`src/rtl/imm_gen_pkg.sv`:
```
// Shared opcode, immediate-format and funct3 encodings for the RISC-V
// immediate generator.
package imm_gen_pkg;

    localparam logic [6:0] OPC_LOAD      = 7'b0000011;
    localparam logic [6:0] OPC_OP_IMM    = 7'b0010011;
    localparam logic [6:0] OPC_AUIPC     = 7'b0010111;
    localparam logic [6:0] OPC_OP_IMM_32 = 7'b0011011;
    localparam logic [6:0] OPC_STORE     = 7'b0100011;
    localparam logic [6:0] OPC_OP        = 7'b0110011;
    localparam logic [6:0] OPC_LUI       = 7'b0110111;
    localparam logic [6:0] OPC_OP_32     = 7'b0111011;
    localparam logic [6:0] OPC_BRANCH    = 7'b1100011;
    localparam logic [6:0] OPC_JALR      = 7'b1100111;
    localparam logic [6:0] OPC_JAL       = 7'b1101111;
    localparam logic [6:0] OPC_SYSTEM    = 7'b1110011;

    typedef enum logic [2:0] {
        FMT_R     = 3'd0,
        FMT_I     = 3'd1,
        FMT_S     = 3'd2,
        FMT_B     = 3'd3,
        FMT_U     = 3'd4,
        FMT_J     = 3'd5,
        FMT_SHAMT = 3'd6,
        FMT_NONE  = 3'd7
    } imm_fmt_e;

    localparam logic [2:0] F3_SLL     = 3'b001;
    localparam logic [2:0] F3_SRL_SRA = 3'b101;

endpackage

```
`src/rtl/imm_extract.sv`:
```
// Combinational immediate decode: classifies the instruction format from the
// opcode and produces the extended immediate plus an illegal-opcode flag.
module imm_extract
    import imm_gen_pkg::*;
#(
    parameter int XLEN = 32
) (
    input  logic [31:0]     i_instr,
    output logic [XLEN-1:0] o_imm,
    output logic [2:0]      o_fmt,
    output logic            o_illegal
);

    localparam int SHAMT_W = $clog2(XLEN);
    localparam bit IS_RV64 = (XLEN == 64);

    logic [6:0]      w_opc;
    logic            w_is_shift;
    logic [XLEN-1:0] w_imm_i;
    logic [XLEN-1:0] w_imm_s;
    logic [XLEN-1:0] w_imm_b;
    logic [XLEN-1:0] w_imm_u;
    logic [XLEN-1:0] w_imm_j;
    logic [XLEN-1:0] w_imm_sh;
    logic [XLEN-1:0] w_imm_sh5;

    assign w_opc      = i_instr[6:0];
    assign w_is_shift = (i_instr[14:12] == F3_SLL) || (i_instr[14:12] == F3_SRL_SRA);

    assign w_imm_i   = XLEN'($signed(i_instr[31:20]));
    assign w_imm_s   = XLEN'($signed({i_instr[31:25], i_instr[11:7]}));
    assign w_imm_b   = XLEN'($signed({i_instr[31], i_instr[7], i_instr[30:25],
                                      i_instr[11:8], 1'b0}));
    assign w_imm_u   = XLEN'($signed({i_instr[31:12], 12'b0}));
    assign w_imm_j   = XLEN'($signed({i_instr[31], i_instr[19:12], i_instr[20],
                                      i_instr[30:21], 1'b0}));
    assign w_imm_sh  = XLEN'(i_instr[20 +: SHAMT_W]);
    // Word shifts on RV64 only ever take a 5-bit amount.
    assign w_imm_sh5 = XLEN'(i_instr[24:20]);

    always_comb begin
        o_imm     = '0;
        o_fmt     = FMT_NONE;
        o_illegal = 1'b0;
        case (w_opc)
            OPC_LOAD, OPC_JALR, OPC_SYSTEM: begin
                o_fmt = FMT_I;
                o_imm = w_imm_i;
            end
            OPC_OP_IMM: begin
                if (w_is_shift) begin
                    o_fmt = FMT_SHAMT;
                    o_imm = w_imm_sh;
                end else begin
                    o_fmt = FMT_I;
                    o_imm = w_imm_i;
                end
            end
            OPC_OP_IMM_32: begin
                if (!IS_RV64) begin
                    o_illegal = 1'b1;
                end else if (w_is_shift) begin
                    o_fmt = FMT_SHAMT;
                    o_imm = w_imm_sh5;
                end else begin
                    o_fmt = FMT_I;
                    o_imm = w_imm_i;
                end
            end
            OPC_STORE: begin
                o_fmt = FMT_S;
                o_imm = w_imm_s;
            end
            OPC_BRANCH: begin
                o_fmt = FMT_B;
                o_imm = w_imm_b;
            end
            OPC_LUI, OPC_AUIPC: begin
                o_fmt = FMT_U;
                o_imm = w_imm_u;
            end
            OPC_JAL: begin
                o_fmt = FMT_J;
                o_imm = w_imm_j;
            end
            OPC_OP: begin
                o_fmt = FMT_R;
            end
            OPC_OP_32: begin
                if (IS_RV64) o_fmt = FMT_R;
                else         o_illegal = 1'b1;
            end
            default: begin
                o_illegal = 1'b1;
            end
        endcase
    end

endmodule

```
`src/rtl/imm_gen_pipe.sv`:
```
// Two-stage immediate generator with valid/ready flow control and flush.
// S1 holds the decoded immediate, S2 adds the PC-relative target.
module imm_gen_pipe
    import imm_gen_pkg::*;
#(
    parameter int XLEN = 32
) (
    input  logic            CLK,
    input  logic            RESET_N,
    input  logic            FLUSH,
    input  logic            IN_VALID,
    output logic            IN_READY,
    input  logic [31:0]     INSTRUCTION,
    input  logic [XLEN-1:0] PC,
    output logic            OUT_VALID,
    input  logic            OUT_READY,
    output logic [XLEN-1:0] IMM,
    output logic [2:0]      IMM_FMT,
    output logic [XLEN-1:0] TARGET,
    output logic            ILLEGAL,
    output logic [XLEN-1:0] PC_OUT
);

    logic [XLEN-1:0] w_imm;
    logic [2:0]      w_fmt;
    logic            w_ill;
    logic            w_s1_load;
    logic            w_s2_load;

    logic            r_v1;
    logic [XLEN-1:0] r_imm1;
    logic [2:0]      r_fmt1;
    logic            r_ill1;
    logic [XLEN-1:0] r_pc1;

    logic            r_v2;
    logic [XLEN-1:0] r_imm2;
    logic [2:0]      r_fmt2;
    logic            r_ill2;
    logic [XLEN-1:0] r_pc2;
    logic [XLEN-1:0] r_tgt2;

    imm_extract #(.XLEN(XLEN)) u_extract (
        .i_instr   (INSTRUCTION),
        .o_imm     (w_imm),
        .o_fmt     (w_fmt),
        .o_illegal (w_ill)
    );

    assign w_s2_load = !r_v2 || OUT_READY;
    assign w_s1_load = !r_v1 || w_s2_load;
    assign IN_READY  = w_s1_load;

    always_ff @(posedge CLK or negedge RESET_N) begin
        if (!RESET_N) begin
            r_v1   <= 1'b0;
            r_imm1 <= '0;
            r_fmt1 <= FMT_NONE;
            r_ill1 <= 1'b0;
            r_pc1  <= '0;
        end else begin
            if (FLUSH)          r_v1 <= 1'b0;
            else if (w_s1_load) r_v1 <= IN_VALID;
            if (w_s1_load && IN_VALID) begin
                r_imm1 <= w_imm;
                r_fmt1 <= w_fmt;
                r_ill1 <= w_ill;
                r_pc1  <= PC;
            end
        end
    end

    // Data registers may pick up a flushed entry; only the valids matter then.
    always_ff @(posedge CLK or negedge RESET_N) begin
        if (!RESET_N) begin
            r_v2   <= 1'b0;
            r_imm2 <= '0;
            r_fmt2 <= FMT_NONE;
            r_ill2 <= 1'b0;
            r_pc2  <= '0;
            r_tgt2 <= '0;
        end else begin
            if (FLUSH)          r_v2 <= 1'b0;
            else if (w_s2_load) r_v2 <= r_v1;
            if (w_s2_load && r_v1) begin
                r_imm2 <= r_imm1;
                r_fmt2 <= r_fmt1;
                r_ill2 <= r_ill1;
                r_pc2  <= r_pc1;
                r_tgt2 <= r_pc1 + r_imm1;
            end
        end
    end

    assign OUT_VALID = r_v2;
    assign IMM       = r_imm2;
    assign IMM_FMT   = r_fmt2;
    assign ILLEGAL   = r_ill2;
    assign PC_OUT    = r_pc2;
    assign TARGET    = r_tgt2;

endmodule

```
`config.mk`:
```
export PLATFORM = sky130hd
export DESIGN_NAME = imm_gen_pipe
export DESIGN_NICKNAME = d
export VERILOG_FILES = /design/src/rtl/imm_gen_pkg.sv /design/src/rtl/imm_extract.sv /design/src/rtl/imm_gen_pipe.sv
export SDC_FILE = /design/constraint.sdc
export NUM_CORES = 1
export LEC_CHECK = 0
export CAP_MARGIN = 20
export CORE_ASPECT_RATIO = 0.6
export CORE_MARGIN = 2
export CORE_UTILIZATION = 47
export DETAILED_ROUTE_END_ITERATION = 7
export PLACE_DENSITY = 0.76
export SYNTH_ARGS = -nofsm -noshare
export SYNTH_HDL_FRONTEND = slang
export SYNTH_SLANG_ARGS = --single-unit
```
`constraint.sdc`:
```
create_clock -name CLK -period 2.2 [get_ports CLK]
set_input_delay 0.22 -clock CLK [delete_from_list [all_inputs] [get_ports CLK]]
set_output_delay 0.22 -clock CLK [all_outputs]
set_load 0.01 [all_outputs]
```
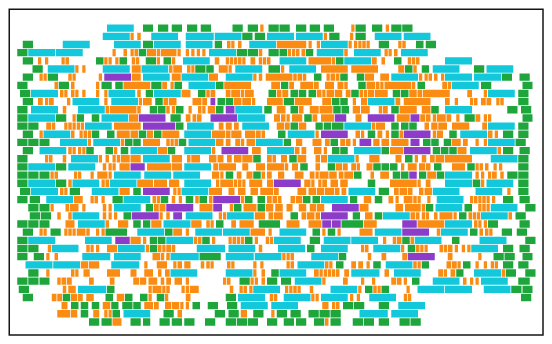
*Cells coloured by class, run 1*
(3 px per µm)
[flops] cyan | cells: 170 | share of their area: 35%
[clock drivers and dummy loads] purple | cells: 32 | share of their area: 4.8%
[all other logic] orange | cells: 758 | share of their area: 36%
[other buffers and delay cells] green | cells: 339 | share of their area: 25%

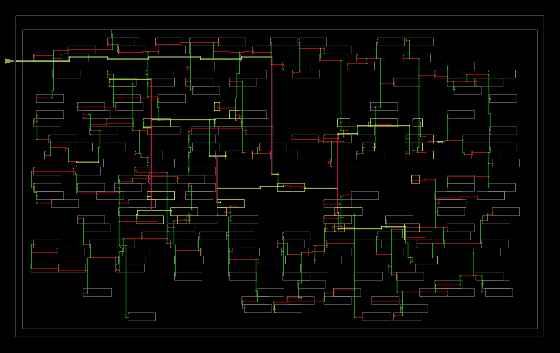
*The clock network, run 1*
Insertion Delay late pin: 0.43 ns
total of clock buffers placed in the layout: 20

==> results.py, run 1 <==
# Physical implementation metrics
metrics = {
    "run_status": {
        "status": "complete, but fails checks",
        "violations": "setup timing",
    },
    "drt": {
        "via_count": 8403,
        "wl_met1_mm": 12.9,
        "ant_nets": 0,
        "post_drt_wl_per_cell_um": 18.2,
        "met2_length_mm": 12.2,
    },
    "clocking": {
        "cts_buffers": 17,
        "root_buffer": "clkbuf_16",
        "clockBufferDepth": 2,
    },
    "yosys": {
        "yosys.stat.seqShare_pct": 50.2,
        "ys.warnings.count": 0,
        "synthesis.area_um2": 8480,
    },
    "power": {
        "power_w": 0.00877,
        "p_per_area_nw_per_um2": 698,
        "pwr-share-comb_pct": 23.3,
        "p_clk_share_pct": 34.5,
        "peakVddDrop_mv": 0.516,
    },
    "sta": {
        "finalSetupViolCount": 18,
        "skew_ns": 0.0150,
        "finalClockPeriodUsage_pct": 112,
        "setup_tns_ns": -2.29,
        "holdWs_ns": 0.322,
        "finalWorstSetupSlack_ns": -0.274,
    },
    "global_route": {
        "gr-max-usage-layer": "met1",
        "grtUsageMet2_pct": 43.8,
        "grt-ovfl-total": 0,
        "track_usage_pct": 29.5,
    },
    "setup_path": {
        "slowest_stage": "nor3_1",
        "worstReg2RegEnd": "TARGET[30]",
        "cp-start-kind": "register",
        "cp-startpoint": "r_imm1[17]",
        "path_cells": "ha_1 > buf_4 > nand4_1 > nor3_1 > a31oi_4 > or4_1 > nand3_1",
        "crit_end": "TARGET[30]",
        "worst-endpoint-arrival_ns": 2.83,
    },
    "layout": {
        "drive_gt1_share_pct": 20.6,
        "utilization_pct": 72.2,
        "seq_area_share_pct": 33.9,
    },
    "die": {
        "coreArea_um2": 17400,
    },
}
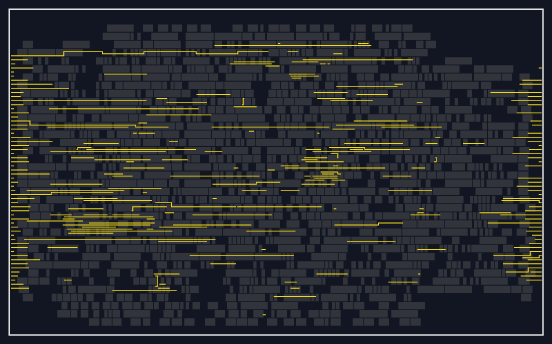
*Met3 routing, run 1*
(3 px per µm)
wire length on this layer: 2490 µm
nets with wire on the layer: 207

### Routed metal per tile, run 1

(3 px per µm) The die is cut into 35 by 22 equal tiles; dark purple is low, yellow is high, scaled to the fullest tile. Values are wire area over tile area, all layers added.
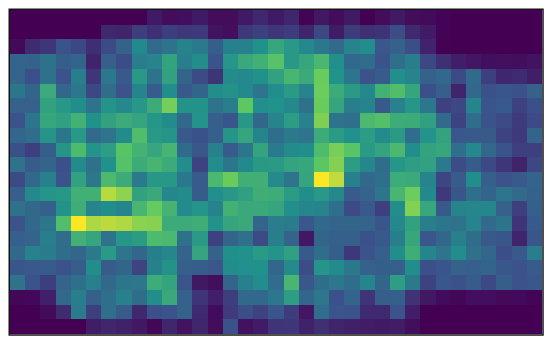

==> run 2: changes to the inputs <==
- SKIP_LAST_GASP: default -> 1
- SYNTH_HIERARCHICAL: default -> 1
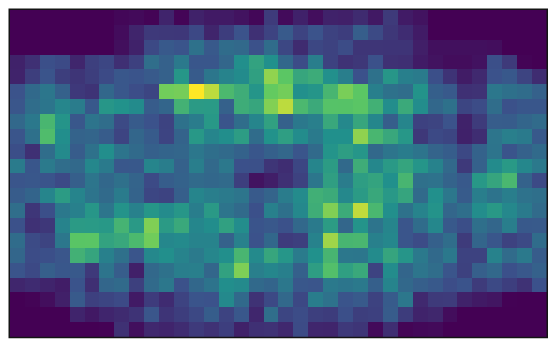
*Routed metal per tile, run 2*
(3 px per µm) The die is cut into 36 by 22 equal tiles; dark purple is low, yellow is high, scaled to the fullest tile. Values are wire area over tile area, all layers added.
fullest tile: 0.67
emptiest ninth of the die: north-east
nearly empty tiles: 9.6%
tiles over half the peak: 16%

==> run 2 against run 1 <==
Against the previous run: the run still ends with setup timing left; highest routed layer unchanged; final area shrank 0.90%; critical path depth grew 2; fmax grew 4.4%; flip-flop count is the same; non-clock buffer count shrank 38; first-iteration DRC count shrank 40%; critical path type unchanged; via count shrank 16%; critical endpoint is now TARGET[29]; clock skew shrank 0.0017 ns; routed wire length shrank 11%.
==> results.py, run 2 <==
# Physical implementation metrics
metrics = {
    "setup_path": {
        "r2r_slack_ns": -0.17,
        "critPathKind": "register to register",
        "slowest_stage": "dfrtp_1",
        "crit_end": "TARGET[29]",
        "cp-startpoint": "r_pc1[28]",
        "worst-endpoint-arrival_ns": 2.68,
        "rr_startpoint": "r_pc1[28]",
        "path_cells": "ha_1 > o21a_1 > nor2_1 > a21o_1 > o31a_1 > o41ai_4 > a21oi_4 > xor2_1 > o21ai_1",
        "worstRegToRegCells": 9,
        "cp-start-kind": "register",
        "required_ns": 2.51,
        "worstReg2RegEnd": "TARGET[29]",
    },
    "global_route": {
        "gr-max-usage-layer": "met1",
        "grtUsageMet2_pct": 38.6,
        "grt-ovfl-total": 0,
        "track_usage_pct": 26.2,
    },
    "layout": {
        "seq_area_share_pct": 34.2,
        "final_common_cell": "clkdlybuf4s50_1",
        "drive_gt1_share_pct": 35.7,
        "largestClassByArea": "combinational gates",
        "fillCellCount": 1320,
        "non_clock_inverter_count": 10,
        "area_growth_pct": 44.4,
        "clkbuf_count": 17,
        "final_area_um2": 12500,
        "clock_cell_area_share_pct": 4.70,
        "fin_cells": 1285,
        "utilization_pct": 69.1,
        "comb_cells": 532,
    },
    "run": {
        "drv_cap": 0,
    },
    "power": {
        "seq-power_w": 0.00377,
        "power_w": 0.00904,
        "peakVddDrop_mv": 0.505,
        "p_clk_share_pct": 33.0,
        "p_comb_w": 0.00229,
        "pwr-share-comb_pct": 25.4,
        "p_per_area_nw_per_um2": 726,
        "p_leak_nw": 5.59,
    },
    "yosys": {
        "async_flop_share_pct": 100,
        "yosys.stat.seqShare_pct": 49.4,
        "ys.warnings.count": 6,
        "synthesis.area_um2": 8620,
        "aoi_share_pct": 12.6,
        "top_cell_area_share_pct": 47.6,
        "ys_top_logic_family": "multiplexers",
        "synth_flops": 170,
    },
    "placed_design": {
        "pre_cts_ws_ns": -0.322,
        "dp_cells": 1243,
        "hpwl_mm": 18.4,
    },
    "die": {
        "coreArea_um2": 18000,
        "die_x_um": 179,
        "fp.dieH_um": 109,
        "rows": 38,
        "io_pins": 171,
        "dieArea_um2": 19500,
    },
    "drt": {
        "post_drt_wl_per_cell_um": 19.4,
        "firstDrtPassIters": 4,
        "wl_mm": 25.0,
        "drc": 0,
        "via_count": 7036,
        "met2_length_mm": 10.6,
        "ant_nets": 0,
        "wl_met1_mm": 12.0,
    },
    "sta": {
        "finalClockPeriodUsage_pct": 108,
        "rsz0062_at_grt": "true",
        "finalSetupViolCount": 16,
        "maxSlewHeadroom_pct": 54.3,
        "setup_tns_ns": -1.26,
        "holdWs_ns": 0.222,
        "skew_ns": 0.0132,
        "finalWorstSetupSlack_ns": -0.170,
        "final_max_slew_viol_count": 0,
    },
    "clocking": {
        "clockBufferDepth": 2,
        "root_buffer": "clkbuf_16",
        "clkLatencyLatePin_ns": 0.43,
        "cts_buffers": 17,
        "cts_resized": 41,
    },
    "run_status": {
        "violations": "setup timing",
        "status": "complete, but fails checks",
    },
}
Power is estimated from default activity; no workload was simulated.
